File: config.mk
export PLATFORM = sky130hd
export DESIGN_NAME = dwt_level_scheduler
export DESIGN_NICKNAME = d
export VERILOG_FILES = /design/src/rtl/dwt_level_scheduler.sv
export SDC_FILE = /design/constraint.sdc
export NUM_CORES = 1
export LEC_CHECK = 0
export ABC_AREA = 1
export CAP_MARGIN = 10
export CORE_AREA = 2 2 63 65
export DETAILED_ROUTE_END_ITERATION = 10
export DIE_AREA = 0 0 65 67
export PLACE_DENSITY = 0.55
export SYNTH_ARGS = -nofsm -noshare
export SYNTH_HDL_FRONTEND = slang
export SYNTH_SLANG_ARGS = --single-unit
File: constraint.sdc
create_clock -name clk -period 2.41 [get_ports clk]
set_input_delay 0.3615 -clock clk [delete_from_list [all_inputs] [get_ports clk]]
set_output_delay 0.3615 -clock clk [all_outputs]
set_load 0.01 [all_outputs]
File: src/rtl/dwt_level_scheduler.sv
// Issue scheduler for the cascaded deep levels of the sym4 DWT. It shares one
// MAC pipeline across all levels and routes each tagged result to the next level.
module dwt_level_scheduler #(
    parameter int NUM_LEVELS  = 3,
    parameter int LEVEL_W     = 2,
    parameter int WARMUP      = 7,
    parameter int MAC_LATENCY = 3
) (
    input  logic                  clk,
    input  logic                  rst_n,
    input  logic                  enable,
    input  logic                  din_valid,
    output logic [NUM_LEVELS-1:0] hist_we,
    output logic                  mac_start,
    output logic [LEVEL_W-1:0]    mac_level,
    output logic                  res_valid,
    output logic [LEVEL_W-1:0]    res_level,
    output logic [NUM_LEVELS-1:0] overflow,
    output logic                  busy
);

    localparam int CNT_W = (WARMUP < 1) ? 1 : $clog2(WARMUP + 1);

    logic [CNT_W-1:0]      cnt_r [NUM_LEVELS];
    logic [NUM_LEVELS-1:0] phase_r;
    logic [NUM_LEVELS-1:0] req_r;
    logic [NUM_LEVELS-1:0] overflow_r;
    logic [NUM_LEVELS-1:0] rq_ev_s;
    logic [NUM_LEVELS-1:0] grant_oh_s;
    logic                  grant_valid_s;
    logic [LEVEL_W-1:0]    grant_level_s;
    logic                  mac_start_r;
    logic [LEVEL_W-1:0]    mac_level_r;
    logic [MAC_LATENCY-1:0] tag_valid_r;
    logic [LEVEL_W-1:0]    tag_level_r [MAC_LATENCY];

    // Highest set index; deeper levels have fewer samples and must never starve.
    function automatic logic [LEVEL_W-1:0] top_level(input logic [NUM_LEVELS-1:0] v);
        logic [LEVEL_W-1:0] idx;
        idx = '0;
        for (int l = 0; l < NUM_LEVELS; l++) begin
            if (v[l]) begin
                idx = LEVEL_W'(l);
            end else begin
                idx = idx;
            end
        end
        return idx;
    endfunction

    // Sample events: raw input for level 0, routed results for deeper levels.
    always_comb begin
        hist_we    = '0;
        hist_we[0] = din_valid;
        for (int l = 0; l < NUM_LEVELS - 1; l++) begin
            if (tag_valid_r[MAC_LATENCY-1] && (tag_level_r[MAC_LATENCY-1] == LEVEL_W'(l))) begin
                hist_we[l+1] = 1'b1;
            end else begin
                hist_we[l+1] = 1'b0;
            end
        end
    end

    // Request events and fixed-priority grant.
    always_comb begin
        rq_ev_s       = '0;
        grant_oh_s    = '0;
        grant_valid_s = enable && (|req_r);
        grant_level_s = top_level(req_r);
        for (int l = 0; l < NUM_LEVELS; l++) begin
            rq_ev_s[l]    = hist_we[l] && (cnt_r[l] == CNT_W'(WARMUP)) && !phase_r[l];
            grant_oh_s[l] = grant_valid_s && (grant_level_s == LEVEL_W'(l));
        end
    end

    // Per-level warm-up counter, decimation phase, request and sticky overflow.
    always_ff @(posedge clk) begin
        if (!rst_n) begin
            for (int l = 0; l < NUM_LEVELS; l++) begin
                cnt_r[l] <= '0;
            end
            phase_r    <= '0;
            req_r      <= '0;
            overflow_r <= '0;
        end else begin
            for (int l = 0; l < NUM_LEVELS; l++) begin
                if (hist_we[l]) begin
                    if (cnt_r[l] != CNT_W'(WARMUP)) begin
                        cnt_r[l] <= cnt_r[l] + CNT_W'(1);
                    end else begin
                        phase_r[l] <= ~phase_r[l];
                    end
                end
                // A new request on the grant edge wins over the clear.
                if (rq_ev_s[l]) begin
                    req_r[l] <= 1'b1;
                end else if (grant_oh_s[l]) begin
                    req_r[l] <= 1'b0;
                end
                if (rq_ev_s[l] && req_r[l] && !grant_oh_s[l]) begin
                    overflow_r[l] <= 1'b1;
                end
            end
        end
    end

    // Issue register and level tag pipeline matching the MAC latency.
    always_ff @(posedge clk) begin
        if (!rst_n) begin
            mac_start_r <= 1'b0;
            mac_level_r <= '0;
            tag_valid_r <= '0;
            for (int i = 0; i < MAC_LATENCY; i++) begin
                tag_level_r[i] <= '0;
            end
        end else begin
            mac_start_r    <= grant_valid_s;
            mac_level_r    <= grant_valid_s ? grant_level_s : '0;
            tag_valid_r[0] <= mac_start_r;
            tag_level_r[0] <= mac_level_r;
            for (int i = 1; i < MAC_LATENCY; i++) begin
                tag_valid_r[i] <= tag_valid_r[i-1];
                tag_level_r[i] <= tag_level_r[i-1];
            end
        end
    end

    assign mac_start = mac_start_r;
    assign mac_level = mac_level_r;
    assign res_valid = tag_valid_r[MAC_LATENCY-1];
    assign res_level = tag_level_r[MAC_LATENCY-1];
    assign overflow  = overflow_r;
    assign busy      = (|req_r) || mac_start_r || (|tag_valid_r);

endmodule

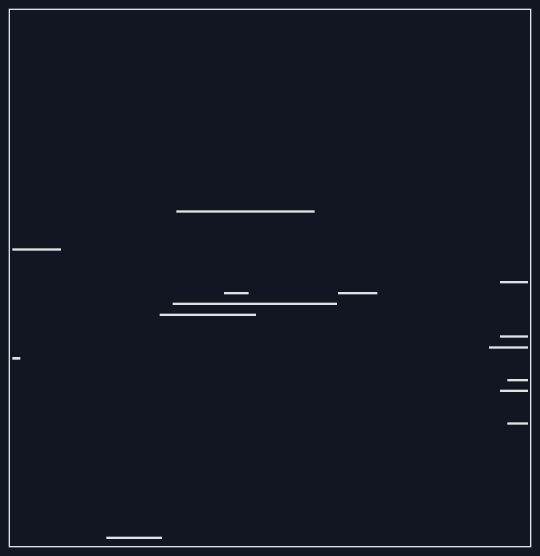
Figure 1: run 1, metal 3.
Drawn at 8 px/um.
The longest straight run is 20.2 um. 12 nets have wire on it. The layer holds 4.6% of the routed length. The layer carries 88.1 um of wire. The wires run mostly horizontal.
number of vias after detailed routing: 833
M3 GR Usage: 4.561%

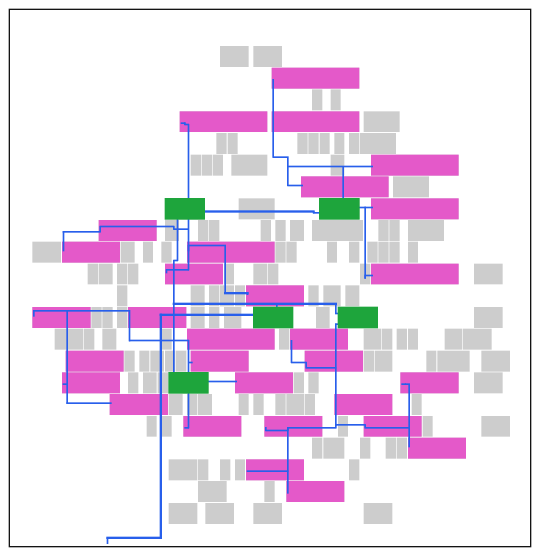
Figure 2: run 1, routed clock nets over the placement.
Drawn at 8 px/um.
Key: magenta = flip-flops [count 30]; green = clock-net drivers [count 5]; blue = clock wires [length 344 um]
There are 6 routed clock nets.
Final Skew: 6.383 ps
worst-skew pair later-pin latency: 270 ps
proportion of power drawn by the clock network: 38.8%
Clock Power: 369 uW

==> impl_metrics.env, run 1 <==
# flow metrics
export IMPL_synth_compound_gate_area_share_pct=4.086
export IMPL_synthAdderAreaFrac_pct=6.129
export IMPL_internal_power_uw=749.7
export IMPL_route_layer_met1_wl_um=923
export IMPL_critPathLaunchType="flop"
export IMPL_area_growth_pct=22.27
export IMPL_sh_comb_area_pct=24.64
export IMPL_top_usage_layer="met2"
export IMPL_dp_slack_ps=575.1
export IMPL_power_density_nw_per_um2=634.2
export IMPL_use_met2_pct=15.59
export IMPL_arrival_ps=1570
export IMPL_detail_route_first_pass_iterations=5
export IMPL_r2r_end="cnt_r[0][5]"
export IMPL_dr_wl_met3_um=88
export IMPL_row_count=22
export IMPL_clkCellAreaFrac_pct=5.514
export IMPL_logic_area_um2=369.1
export IMPL_crit_type="flop to primary output"
export IMPL_most_instantiated_flip_flop_cell_in_the_synthesis_netlist="sky130_fd_sc_hd__dfxtp_1"
export IMPL_rsz0062_at_grt="no"
export IMPL_final_max_slew_viol_count=0
export IMPL_grt_use_met1_pct=13.08
export IMPL_num_nonclk_buffers=17
export IMPL_holdPathStages=2
export IMPL_synthesis_instances=140
export IMPL_clock_sinks=30
export IMPL_filler_cell_count=364
export IMPL_synth_area_top_cells="sky130_fd_sc_hd__dfxtp_1, sky130_fd_sc_hd__edfxtp_1, sky130_fd_sc_hd__inv_1"
export IMPL_ys_cells=140
export IMPL_area_share_nonclk_buffers_pct=11.19
export IMPL_synth_cellmix_xorXnorShare_pct=0
export IMPL_ctsHoldBuffers=0
export IMPL_layout_comb_gates_multi_input=70
export IMPL_floorplan_die_height_um=67
export IMPL_biggestCellCategory="registers"
export IMPL_crit_reg2reg_launch="cnt_r[0][3]"
export IMPL_seq_cell_count=30
export IMPL_numCtsBuffers=5
export IMPL_layout_setup_ws_ps=483.0
export IMPL_placeableCoreArea_um2=3606
export IMPL_relSlewSlack_pct=80.47
export IMPL_min_from="tag_level_r[0][3]"
export IMPL_final_setup_tns_ps=0
export IMPL_post_route_drc_count=0
export IMPL_combinationalPowerShare_pct=4.7
export IMPL_ys_ff=30
export IMPL_dpl_hpwl_um=1515
export IMPL_initial_utilization_pct=33.97
export IMPL_n_tap_cell=48
export IMPL_cts_resized=0
export IMPL_finalClockPeriodUsage_pct=79.96
export IMPL_top_cell="sky130_fd_sc_hd__inv_1"
export IMPL_synth_lib_cells_used_distinct=17
export IMPL_timing_hold_worst_class="flop to flop"
export IMPL_run_status="finished, final reports clean"
export IMPL_floorplan_die_area_um2=4355
export IMPL_finalWorstPathRequiredPeriod_ps=1927
export IMPL_clock_tree_buffer_depth=2
export IMPL_end_kind="primary output"
export IMPL_clock_buffer_count=6
export IMPL_irDropWorstVdd_v=0.0003097
export IMPL_routed_via_density=4.024
export IMPL_ys_seq_share_pct=56.38
export IMPL_worst_slew_pin_slew_ps=292.0
export IMPL_synth_cell_area_um2=1225
export IMPL_top_logic_kind="simple AND/OR/NAND/NOR gates"
export IMPL_power_switching_uw=200.2
export IMPL_yosys_warnings=0
export IMPL_syn_area_per_cell_um2=8.749
export IMPL_switching_share_pct=21.08
export IMPL_setup_viol=0
export IMPL_cts_tree="built"
export IMPL_tally_of_max_capacitance_violations=0
export IMPL_timing_reg2reg_setup_slack_ps=850
export IMPL_insertedDiodeCount=0
export IMPL_ys_chip_area_um2=1225
export IMPL_dr_wl_met2_um=894
export IMPL_synth_simple_gate_area_share_pct=19.92
export IMPL_htreeDepth=2
export IMPL_top_layer="met4"
export IMPL_yosys_area_top_type="sky130_fd_sc_hd__dfxtp_1"
export IMPL_die_w_um=65
export IMPL_layout_top_cells_excl_fill_tap="sky130_fd_sc_hd__inv_1, sky130_fd_sc_hd__nand2_1, sky130_fd_sc_hd__dfxtp_1, sky130_fd_sc_hd__clkdlybuf4s50_1, sky130_fd_sc_hd__nor2_1"
export IMPL_final_seq_area_um2=690.7
export IMPL_seq_cell_share_pct=46.12
export IMPL_worstPathRequired_ps=2050
export IMPL_mux_area_fraction_pct=0
export IMPL_cp_max_fo=6
export IMPL_final_gp_congestion=0.7013
export IMPL_share_seq_of_total_power_pct=56.5
export IMPL_io_pin_count=17
export IMPL_power_static_leakage_nw=0.7307
export IMPL_layout_nets=168
export IMPL_openroad_warnings=26
export IMPL_grt_max_degree=12
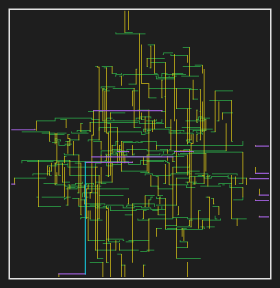
Figure 3: run 1, routed metal, one color a layer.
Drawn at 4 px/um.
Key: green = M1 [wire length 923 um]; purple = M3 [wire length 88.1 um]; yellow = M2 [wire length 894 um]; cyan = M4 [wire length 27.9 um]
WL per Instance: 9.338 um
Post-Route WL: 1933 um
Total GRT Usage: 10.71%

## run 1: power by group through the flow
stage | logic [mW] | clock network [mW] | registers, mW
finish | 0.0446 | 0.369 | 0.537
global route | 0.0524 | 0.419 | 0.538
CTS | 0.0453 | 0.386 | 0.537
detailed placement | 0.0449 | 0 | 0.548
global placement | 0.0433 | 0 | 0.547
floorplan | 0.0308 | 0 | 0.546
## run 1: worst max-delay path by stage
stage | start | end | slack [ps] | depth (start not counted)
2_1_floorplan | cnt_r[0][3] | cnt_r[0][3] | 1000 | 5
3_3_place_gp | din_valid | hist_we[0] | 580 | 2
3_5_place_dp | rst_n | cnt_r[0][6] | 580 | 7
4_1_cts | tag_valid_r[2] | busy | 460 | 3
5_1_grt | tag_valid_r[2] | busy | 380 | 3
6_report | tag_valid_r[2] | busy | 480 | 3
## run 1: flip-flops by register name, indices dropped and copies added, names as in the netlist
register / count
tag_level_r: 6
req_r: 3
cnt_r: 9
mac_level: 2
phase_r: 3
overflow: 3
mac_start: 1
tag_valid_r: 3
## run 1: worst max-delay path: stages, from the launching register on
cell	delay, ps
sky130_fd_sc_hd__dfxtp_1	360
sky130_fd_sc_hd__nor4_1	320
sky130_fd_sc_hd__nand3_1	120
sky130_fd_sc_hd__clkdlybuf4s50_1	490
## run 1: metrics by stage
stage	instances	instance area, um2	hold slack [ps]	power (mW)	util, %
after floorplan	140	1225	390.5	0.5771	-
after global placement	199	1415	396.1	0.5901	39.24
after detailed placement	199	1415	401.2	0.5929	39.24
after CTS	207	1498	416.6	0.9687	41.53
after global routing	207	1498	429.6	1.009	41.53
final	207	1498	410.9	0.9499	41.53
## run 1: cells by family (layout without fill, tap and decap cells)
group	after synthesis	count (layout)
AOI/OAI and AO/OA	10	10
adders and majority gates	6	6
buffers and inverters	40	59
DFF	30	30
and+or+nand+nor	54	54
Figure 4. Clock nets (run 1).
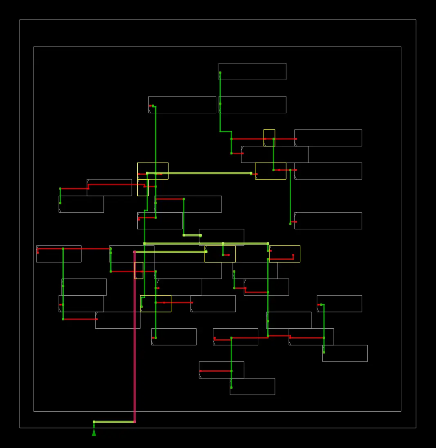

## Run 2: what changed since run 1
- clock period: 2.41 -> 1.8 ns (I/O delays scaled with it)
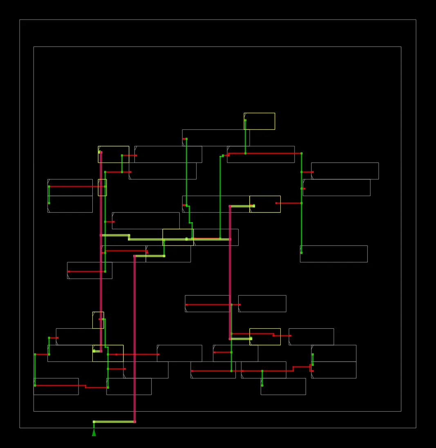
Figure 5: run 2, clock nets.
clock buffers created by TritonCTS: 5
clk_buf instances: 7

==> impl_metrics.env, run 2 <==
# flow metrics
export IMPL_run_status="finished, final reports clean"
export IMPL_combinationalPowerShare_pct=4.8
export IMPL_layout_setup_ws_ps=82.42
export IMPL_critical_path_startpoint="tag_valid_r[2]"
export IMPL_drt_wirelength_per_cell_um=9.376
export IMPL_yosys_area_top_type="sky130_fd_sc_hd__dfxtp_1"
export IMPL_final_gp_congestion=0.7698
export IMPL_cp_max_fo=6
export IMPL_logic_area_um2=377.9
export IMPL_max_flop_register="cnt_r"
export IMPL_cts_tree="built"
export IMPL_row_count=22
export IMPL_clock_tree_buffer_depth=2
export IMPL_io_pin_count=17
export IMPL_worst_slew_pin_slew_ps=265.6
export IMPL_floorplan_die_height_um=67
export IMPL_initial_utilization_pct=33.97
export IMPL_top_logic_kind="simple AND/OR/NAND/NOR gates"
export IMPL_syn_area_per_cell_um2=8.749
export IMPL_synthAdderAreaFrac_pct=6.129
export IMPL_grt_max_degree=11
export IMPL_power_static_leakage_nw=0.7556
export IMPL_relSlewSlack_pct=82.24
export IMPL_power_switching_uw=269.9
export IMPL_synth_lib_cells_used_distinct=17
export IMPL_mux_area_fraction_pct=0
export IMPL_ys_chip_area_um2=1225
export IMPL_rsz0062_at_grt="no"
export IMPL_most_instantiated_flip_flop_cell_in_the_synthesis_netlist="sky130_fd_sc_hd__dfxtp_1"
export IMPL_grt_usage_pct=10.83
export IMPL_timing_reg2reg_worst_path_depth=5
export IMPL_internal_power_mw=1.047
export IMPL_power_clock_fraction_pct=40.6
export IMPL_remaining_antenna_violation_count=0
export IMPL_edf_count=9
export IMPL_worst_skew_pair_later_pin_latency_ps=280
export IMPL_clk_pin_slew_worst_paths_ps=60
export IMPL_placedInstanceArea_um2=1430
export IMPL_largest_register_ffs=9
export IMPL_insertedDiodeCount=0
export IMPL_synth_area_top_cells="sky130_fd_sc_hd__dfxtp_1, sky130_fd_sc_hd__edfxtp_1, sky130_fd_sc_hd__inv_1"
export IMPL_instances_no_fill=210
export IMPL_top_regs="cnt_r (9), tag_level_r (6)"
export IMPL_setup_viol=0
export IMPL_post_route_drc_count=0
export IMPL_dpl_hpwl_um=1520
export IMPL_async_reset_ff_share_pct=0
export IMPL_whs_ps=411.5
export IMPL_timing_hold_worst_class="flop to flop"
export IMPL_irDropWorstVdd_v=0.0005776
export IMPL_top_cell="sky130_fd_sc_hd__inv_1"
export IMPL_synth_simple_gate_area_share_pct=19.92
export IMPL_filler_cell_count=365
export IMPL_synthesis_instances=140
export IMPL_via_count=866
export IMPL_detail_route_first_pass_iterations=4
export IMPL_post_place_cells=201
export IMPL_timing_reg2reg_setup_slack_ps=290
export IMPL_drt_total_wl_um=1969
export IMPL_finalWorstPathRequiredPeriod_ps=1718
export IMPL_ys_ff=30
export IMPL_arrival_ps=1450
export IMPL_floorplan_die_area_um2=4355
export IMPL_finalClockPeriodUsage_pct=95.42
export IMPL_ctsHoldBuffers=0
export IMPL_final_setup_tns_ps=0
export IMPL_tally_of_max_capacitance_violations=0
export IMPL_r2r_end="cnt_r[0][6]"
export IMPL_synth_compound_gate_area_share_pct=4.086
export IMPL_layout_nets=171
export IMPL_dp_slack_ps=182.6
export IMPL_finalClockSkew_ps=4.057
export IMPL_critPathLaunchType="flop"
export IMPL_clock_sinks=30
export IMPL_htreeDepth=2
export IMPL_routed_via_density=4.124
export IMPL_final_area_um2=1538
export IMPL_cts_root_buffer="sky130_fd_sc_hd__clkbuf_8"
export IMPL_synth_cellmix_xorXnorShare_pct=0
export IMPL_switching_share_pct=20.50
export IMPL_openroad_warnings=26
export IMPL_area_growth_pct=25.54
export IMPL_yosys_warnings=0
export IMPL_power_mw=1.317
export IMPL_ys_seq_share_pct=56.38
export IMPL_share_seq_of_total_power_pct=54.5
export IMPL_layout_top_cells_excl_fill_tap="sky130_fd_sc_hd__inv_1, sky130_fd_sc_hd__nand2_1, sky130_fd_sc_hd__dfxtp_1, sky130_fd_sc_hd__clkdlybuf4s50_1, sky130_fd_sc_hd__nor2_1"
export IMPL_final_core_util_pct=42.64
export IMPL_worstPathRequired_ps=1530
export IMPL_end_kind="primary output"
export IMPL_final_seq_area_um2=691.9
export IMPL_final_max_slew_viol_count=0
export IMPL_placeableCoreArea_um2=3606
export IMPL_crit_type="flop to primary output"
export IMPL_die_w_um=65
export IMPL_timing_critical_path_to="hist_we[2]"
export IMPL_synth_cell_area_um2=1225
export IMPL_ys_cells=140
export IMPL_power_density_nw_per_um2=856.5
export IMPL_crit_reg2reg_launch="cnt_r[0][6]"
[run 2: cell counts after synthesis]
No cell type changed its count.
[run 2: critical path: stages (launching register included)]
cell and delay [ps]:
sky130_fd_sc_hd__dfxtp_2 390, sky130_fd_sc_hd__nand2_2 80, sky130_fd_sc_hd__nor2_4 150, sky130_fd_sc_hd__clkdlybuf4s50_1 560
[run 2: power groups by stage]
stage | sequential [mW] | combinational (mW) | clock (mW)
final | 0.718 | 0.0635 | 0.535
after global routing | 0.719 | 0.0735 | 0.595
after CTS | 0.718 | 0.0649 | 0.557
after detailed placement | 0.733 | 0.0645 | 0
after global placement | 0.732 | 0.0605 | 0
after floorplan | 0.731 | 0.0413 | 0
[run 2: layer usage]
metal	global-route usage, %	share of wire [%]
met1	12.36	49
met2	16.11	42
met3	3.547	4.8
met4	9.574	4.1
met5	0	0
[run 2: worst min path at each step]
stage                              endpoint  slack (ps)               from  depth (start not counted)
after floorplan           tag_level_r[0][2]         390  tag_level_r[0][0]                          2
after global placement    tag_level_r[0][5]         400  tag_level_r[0][3]                          2
after detailed placement  tag_level_r[0][4]         400  tag_level_r[0][2]                          2
after CTS                 tag_level_r[0][4]         410  tag_level_r[0][2]                          2
after global routing      tag_level_r[0][4]         440  tag_level_r[0][2]                          2
final                     tag_level_r[0][4]         410  tag_level_r[0][2]                          2
[run 2: final cells by class]
class,count,area share (%)
Sequential cell,30,45.00
Multi-Input combinational cell,70,24.57
Timing Repair Buffer,20,12.29
Inverter,34,8.299
Clock buffer,7,5.614
Tap cell,48,3.906
Clock inverter,1,0.3255
[run 2: what timing repair did]
action,CTS,global route
setup buffers,0,1
resized,3,1
hold endpoints to repair,0,0
pin swaps,0,1
setup endpoints to repair,1,1
Power figures rest on the tool's default switching activity, not on a simulated workload.
